==> src/rtl/dmem_unit.sv <==
// dmem_unit: clocked data memory for the memory stage.
// One request/response transaction at a time. The access is performed after
// WAIT_CYCLES wait states. It supports byte/half/word/double accesses with
// sign or zero extension, and every accepted request returns one response.
//
// Optional feature macro: DMEM_MISALIGN_TRAP_EN
//   defined   -> a misaligned access returns rsp_err = 1
//   undefined -> a misaligned access is aligned down to the access size
//
// Ports:
//   clk, rst                 clock, synchronous active-high reset
//   req_valid / req_ready    request handshake
//   req_write                1 = store, 0 = load
//   req_size                 0 byte, 1 half, 2 word, 3 double
//   req_signed               sign-extend load result
//   req_addr [ADDR_W]        byte address
//   req_wdata [DATA_W]       right-aligned store data
//   rsp_valid / rsp_ready    response handshake
//   rsp_rdata [DATA_W]       load result (0 for stores and errors)
//   rsp_err                  access rejected
module dmem_unit #(
   parameter int unsigned DATA_W      = 64,
   parameter int unsigned DEPTH       = 32,
   parameter int unsigned ADDR_W      = 64,
   parameter int unsigned WAIT_CYCLES = 1
) (
   input  logic              clk,
   input  logic              rst,
   input  logic              req_valid,
   output logic              req_ready,
   input  logic              req_write,
   input  logic [1:0]        req_size,
   input  logic              req_signed,
   input  logic [ADDR_W-1:0] req_addr,
   input  logic [DATA_W-1:0] req_wdata,
   output logic              rsp_valid,
   input  logic              rsp_ready,
   output logic [DATA_W-1:0] rsp_rdata,
   output logic              rsp_err
);

   localparam int unsigned BYTES = DATA_W / 8;
   localparam int unsigned OFF_W = $clog2(BYTES);
   localparam int unsigned IDX_W = (DEPTH > 1) ? $clog2(DEPTH) : 1;
   localparam int unsigned CNT_W = 4;
   localparam int unsigned SH_W  = OFF_W + 3;

   typedef enum logic [1:0] {S_IDLE, S_WAIT, S_RESP} state_t;

   state_t              r_state, w_state_nxt;
   logic [CNT_W-1:0]    r_cnt, w_cnt_nxt;
   logic                w_accept, w_access;

   logic                r_req_ready, r_rsp_valid, r_rsp_err;
   logic [DATA_W-1:0]   r_rsp_rdata;

   logic                r_write, r_signed;
   logic [1:0]          r_size;
   logic [ADDR_W-1:0]   r_addr;
   logic [DATA_W-1:0]   r_wdata;

   // Storage holds each word XOR its power-up image (word i = i*100),
   // so an all-zero array reads back as the preloaded contents.
   logic [DATA_W-1:0]   r_mem_x [DEPTH];

   logic [ADDR_W-1:0]   w_word_idx;
   logic [IDX_W-1:0]    w_idx;
   logic [3:0]          w_sb;
   logic [OFF_W-1:0]    w_off, w_sb_m1, w_aoff;
   logic [SH_W-1:0]     w_shift;
   logic                w_trap, w_err, w_sign;
   logic [DATA_W-1:0]   w_base, w_word, w_lane, w_mask, w_load, w_store;

   // State and wait counter register
   always_ff @(posedge clk) begin
      if (rst) begin
         r_state <= S_IDLE;
         r_cnt   <= '0;
      end else begin
         r_state <= w_state_nxt;
         r_cnt   <= w_cnt_nxt;
      end
   end

   // Next state, accept and access strobes
   always_comb begin : fsm_next
      w_state_nxt = r_state;
      w_cnt_nxt   = r_cnt;
      w_accept    = 1'b0;
      w_access    = 1'b0;
      case (r_state)
         S_IDLE: begin
            if (req_valid && r_req_ready) begin
               w_accept    = 1'b1;
               w_cnt_nxt   = CNT_W'(WAIT_CYCLES);
               w_state_nxt = S_WAIT;
            end
         end
         S_WAIT: begin
            if (r_cnt != '0) begin
               w_cnt_nxt = r_cnt - CNT_W'(1);
            end else begin
               w_access    = 1'b1;
               w_state_nxt = S_RESP;
            end
         end
         S_RESP: begin
            if (rsp_ready) w_state_nxt = S_IDLE;
         end
         default: w_state_nxt = S_IDLE;
      endcase
   end

   // Address decode, error detection, load extraction and store merge
   always_comb begin : access_path
      w_word_idx = r_addr >> OFF_W;
      w_idx      = r_addr[OFF_W +: IDX_W];
      w_sb       = 4'd1 << r_size;
      w_off      = r_addr[OFF_W-1:0];
      w_sb_m1    = OFF_W'(w_sb - 4'd1);
      w_aoff     = w_off & ~w_sb_m1;
      w_shift    = {w_aoff, 3'b000};
`ifdef DMEM_MISALIGN_TRAP_EN
      w_trap     = (w_off & w_sb_m1) != '0;
`else
      w_trap     = 1'b0;
`endif
      w_err      = (w_word_idx >= ADDR_W'(DEPTH)) || (w_sb > 4'(BYTES)) || w_trap;
      w_base     = DATA_W'(32'(w_idx) * 32'd100);
      w_word     = r_mem_x[w_idx] ^ w_base;
      w_lane     = w_word >> w_shift;

      // Full-width accesses keep an all-ones mask, so no extension applies
      w_mask = '1;
      w_sign = 1'b0;
      case (r_size)
         2'd0: begin w_mask = DATA_W'(8'hFF);         w_sign = w_lane[7];  end
         2'd1: begin w_mask = DATA_W'(16'hFFFF);      w_sign = w_lane[15]; end
         2'd2: begin w_mask = DATA_W'(32'hFFFF_FFFF); w_sign = w_lane[31]; end
         default: ;
      endcase

      w_load  = (w_lane & w_mask) | ((r_signed && w_sign) ? ~w_mask : '0);
      w_store = (w_word & ~(w_mask << w_shift)) | ((r_wdata & w_mask) << w_shift);
   end

   // Request capture and registered response outputs
   always_ff @(posedge clk) begin
      if (rst) begin
         r_req_ready <= 1'b0;
         r_rsp_valid <= 1'b0;
         r_rsp_rdata <= '0;
         r_rsp_err   <= 1'b0;
         r_write     <= 1'b0;
         r_size      <= '0;
         r_signed    <= 1'b0;
         r_addr      <= '0;
         r_wdata     <= '0;
      end else begin
         r_req_ready <= (w_state_nxt == S_IDLE);
         r_rsp_valid <= (w_state_nxt == S_RESP);
         if (w_accept) begin
            r_write  <= req_write;
            r_size   <= req_size;
            r_signed <= req_signed;
            r_addr   <= req_addr;
            r_wdata  <= req_wdata;
         end
         if (w_access) begin
            r_rsp_err   <= w_err;
            r_rsp_rdata <= (w_err || r_write) ? '0 : w_load;
         end
      end
   end

   // Memory write; reset discards a store whose access edge coincides with it
   always_ff @(posedge clk) begin
      if (!rst && w_access && r_write && !w_err) begin
         r_mem_x[w_idx] <= w_store ^ w_base;
      end
   end

   assign req_ready = r_req_ready;
   assign rsp_valid = r_rsp_valid;
   assign rsp_rdata = r_rsp_rdata;
   assign rsp_err   = r_rsp_err;

endmodule

==> config.mk <==
export PLATFORM = sky130hd
export DESIGN_NAME = dmem_unit
export DESIGN_NICKNAME = d
export VERILOG_FILES = /design/src/rtl/dmem_unit.sv
export SDC_FILE = /design/constraint.sdc
export NUM_CORES = 2
export LEC_CHECK = 0
export CORE_AREA = 2 2 397 399
export DETAILED_ROUTE_END_ITERATION = 10
export DIE_AREA = 0 0 399 401
export DONT_BUFFER_PORTS = 1
export PLACE_DENSITY = 0.76
export SYNTH_ARGS = -nofsm -noshare
export SYNTH_HDL_FRONTEND = slang
export SYNTH_SLANG_ARGS = --single-unit
==> constraint.sdc <==
create_clock -name clk -period 5.1 [get_ports clk]
set_input_delay 0.765 -clock clk [delete_from_list [all_inputs] [get_ports clk]]
set_output_delay 0.765 -clock clk [all_outputs]
set_load 0.02 [all_outputs]
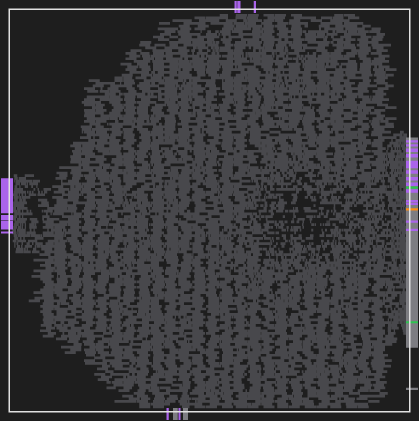
io_placement.png
(1 px per um) Pins as bars across the die edge, other pins in gray.
Key: req_size = green [pins 2, direction input, edge right]; req_wdata = purple [pins 64, direction input, edge 35 left, 23 right, 4 top, 2 bottom]; req_valid = orange [pins 1, direction input, edge right]
All pins by edge: 155 right, 35 left, 9 bottom, 4 top.
vertical die dimension: 401 um
Port Buffers: 0
die width: 399 um

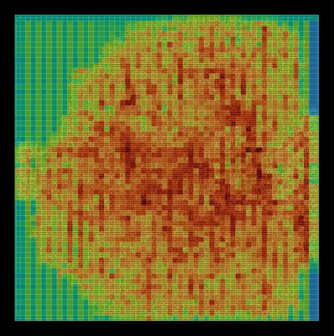
congestion.png
Overall Global Routing Usage: 31.6%
GR peak layer: met2

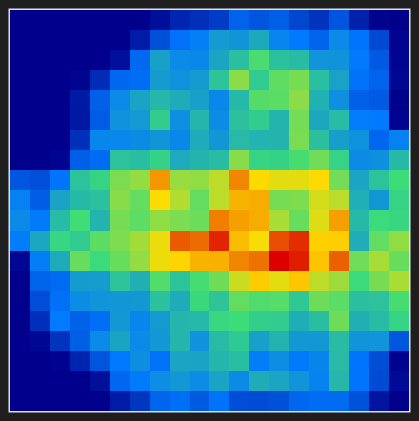
metal_density.png
(1 px per um) The die is cut into 20 by 20 equal tiles; dark blue is low, red is high, scaled to the fullest tile. Values are wire area over tile area, all layers added.
The emptiest ninth of the die: upper left. The densest ninth of the die: center. 25% of the tiles are over half the peak. The mean over all tiles is 0.28.
vias post-DR: 48927
final routed wire length divided by cell count: 35.8 um
drt total wl: 253000 um

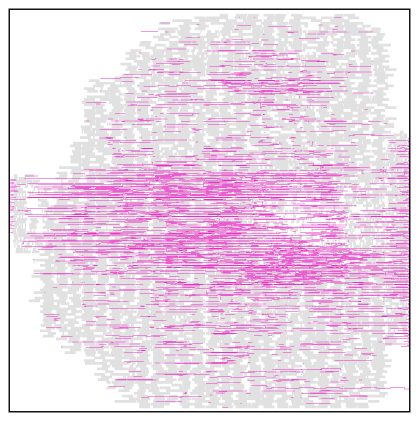
layer_met3.png
(1 px per um)
The layer carries 38.0 mm of wire. 975 nets have wire on it. The wires run mostly horizontal.
met3 GRT Util: 12.3%

==> impl_metrics.env <==
# yosys + openroad results
export IMPL_die_area_um2=160000
export IMPL_critPathCapture="r_mem_x[7][18]$_DFFE_PP_"
export IMPL_grt_first_pass_wirelength_um=355000
export IMPL_drt_drc_violations_left=0
export IMPL_syn_cell_area_um2=88400
export IMPL_globalRouteOverflowTotal=0
export IMPL_routedLengthMet1_um=90200
export IMPL_r2r_start="r_size[1]$_SDFFE_PP0P_"
export IMPL_fp_util_pct=56.8
export IMPL_max_slew_margin_pct=-7.39
export IMPL_powerComb_uw=3200
export IMPL_worstSetupStartpoint="r_size[1]$_SDFFE_PP0P_"
export IMPL_mappedNetlistNets=4726
export IMPL_rsz0062_at_grt="no"
export IMPL_drt_iter0_markers=8494
export IMPL_fin_crit_sh_pct=96.1
export IMPL_final_max_slew_viol_count=9
export IMPL_grt_pass1_vias=48124
export IMPL_clock_sink_count=2258
export IMPL_status="complete, but fails checks"
export IMPL_synth_lib_cells_used_distinct=70
export IMPL_setup_worst_path_start_class="flip-flop"
export IMPL_max_cap_violations=2
export IMPL_grt_antenna_before_repair=12
export IMPL_synth_cells_most_frequent="2048 x sky130_fd_sc_hd__edfxtp_1, 541 x sky130_fd_sc_hd__mux4_2, 437 x sky130_fd_sc_hd__nand2_1, 210 x sky130_fd_sc_hd__dfxtp_1, 202 x sky130_fd_sc_hd__a21oi_1"
export IMPL_ctsHtreeMaxLevel=4
export IMPL_worstHoldEndpoint="r_wdata[43]$_SDFFE_PP0P_"
export IMPL_power_largest_group="registers"
export IMPL_fmax_ghz=0.204
export IMPL_insertion_delay_at_the_late_pin_of_the_worst_skew_pair_ns=0.89
export IMPL_layout_cells_non_filler=7072
export IMPL_layout_drive_gt1_share_pct=23.9
export IMPL_core_area_um2=156000
export IMPL_hold_path_class="input port to flip-flop"
export IMPL_sw_share_pct=23.4
export IMPL_failed_checks="max-capacitance violations, max-slew violations"
export IMPL_synth_seq_area_share_pct=74.3
export IMPL_critical_path_max_fanout=32
export IMPL_grt_start_max_net_pins=127
export IMPL_power_ir_vdd_worst_uv=379
[cell type report]
| cell class | count | area [um^2] |
|---|---|---|
| timing repair buffer | 310 | 3240 |
| tap | 2058 | 2570 |
| multi-input combinational | 2016 | 21700 |
| fill | 10010 | 55400 |
| inverter | 24 | 91.3 |
| clock buffer | 257 | 5600 |
| sequential | 2258 | 65700 |
| antenna | 9 | 22.5 |
| clock inverter | 140 | 1320 |
[cells by family after synthesis]
kind of cell | Yosys count | synth area share [%]
mux | 742 | 16.2
simple gates | 696 | 3.29
xor+xnor | 23 | 0.228
compound gates | 529 | 3.77
buf+inv | 290 | 1.80
flops | 2258 | 74.3
fa+ha+maj | 26 | 0.376
[stage by stage]
stage                     utilization, %  cell area, um^2  setup TNS, ns
after global routing                64.4           100000              0
after floorplan                        -            88400        -468.08
after CTS                           64.4           100000              0
final                               64.4           100000              0
after global placement              59.5            92600              0
after detailed placement            59.5            92600              0
[timing repair]
| action | in CTS | in global routing |
|---|---|---|
| buffers inserted | 0 | 0 |
| hold buffers | 72 | 0 |
| hold endpoints to repair | 140 | 0 |
[worst max-delay path, cell delays in order (launching register included)]
cell and delay (ns):
sky130_fd_sc_hd__dfxtp_2 0.52, sky130_fd_sc_hd__clkinv_1 0.37, sky130_fd_sc_hd__and3_1 0.32, sky130_fd_sc_hd__nor2_1 1.10
sky130_fd_sc_hd__a22oi_1 0.90, sky130_fd_sc_hd__o22ai_2 1.25
[layer usage]
layer	vias up	GRT usage, %
met2	3929	46.1
met1	25232	42.7
met4	4	13.0
met3	673	12.3
met5	-	0.787
li1	19089	-
[state kept, by name, summed over array words and instances (netlist names), 2 cells and up, named ones only]
signal / flops
r_cnt: 4
r_addr: 64
r_wdata: 64
r_size: 2
r_state: 2
rsp_rdata: 64
r_mem_x: 2048
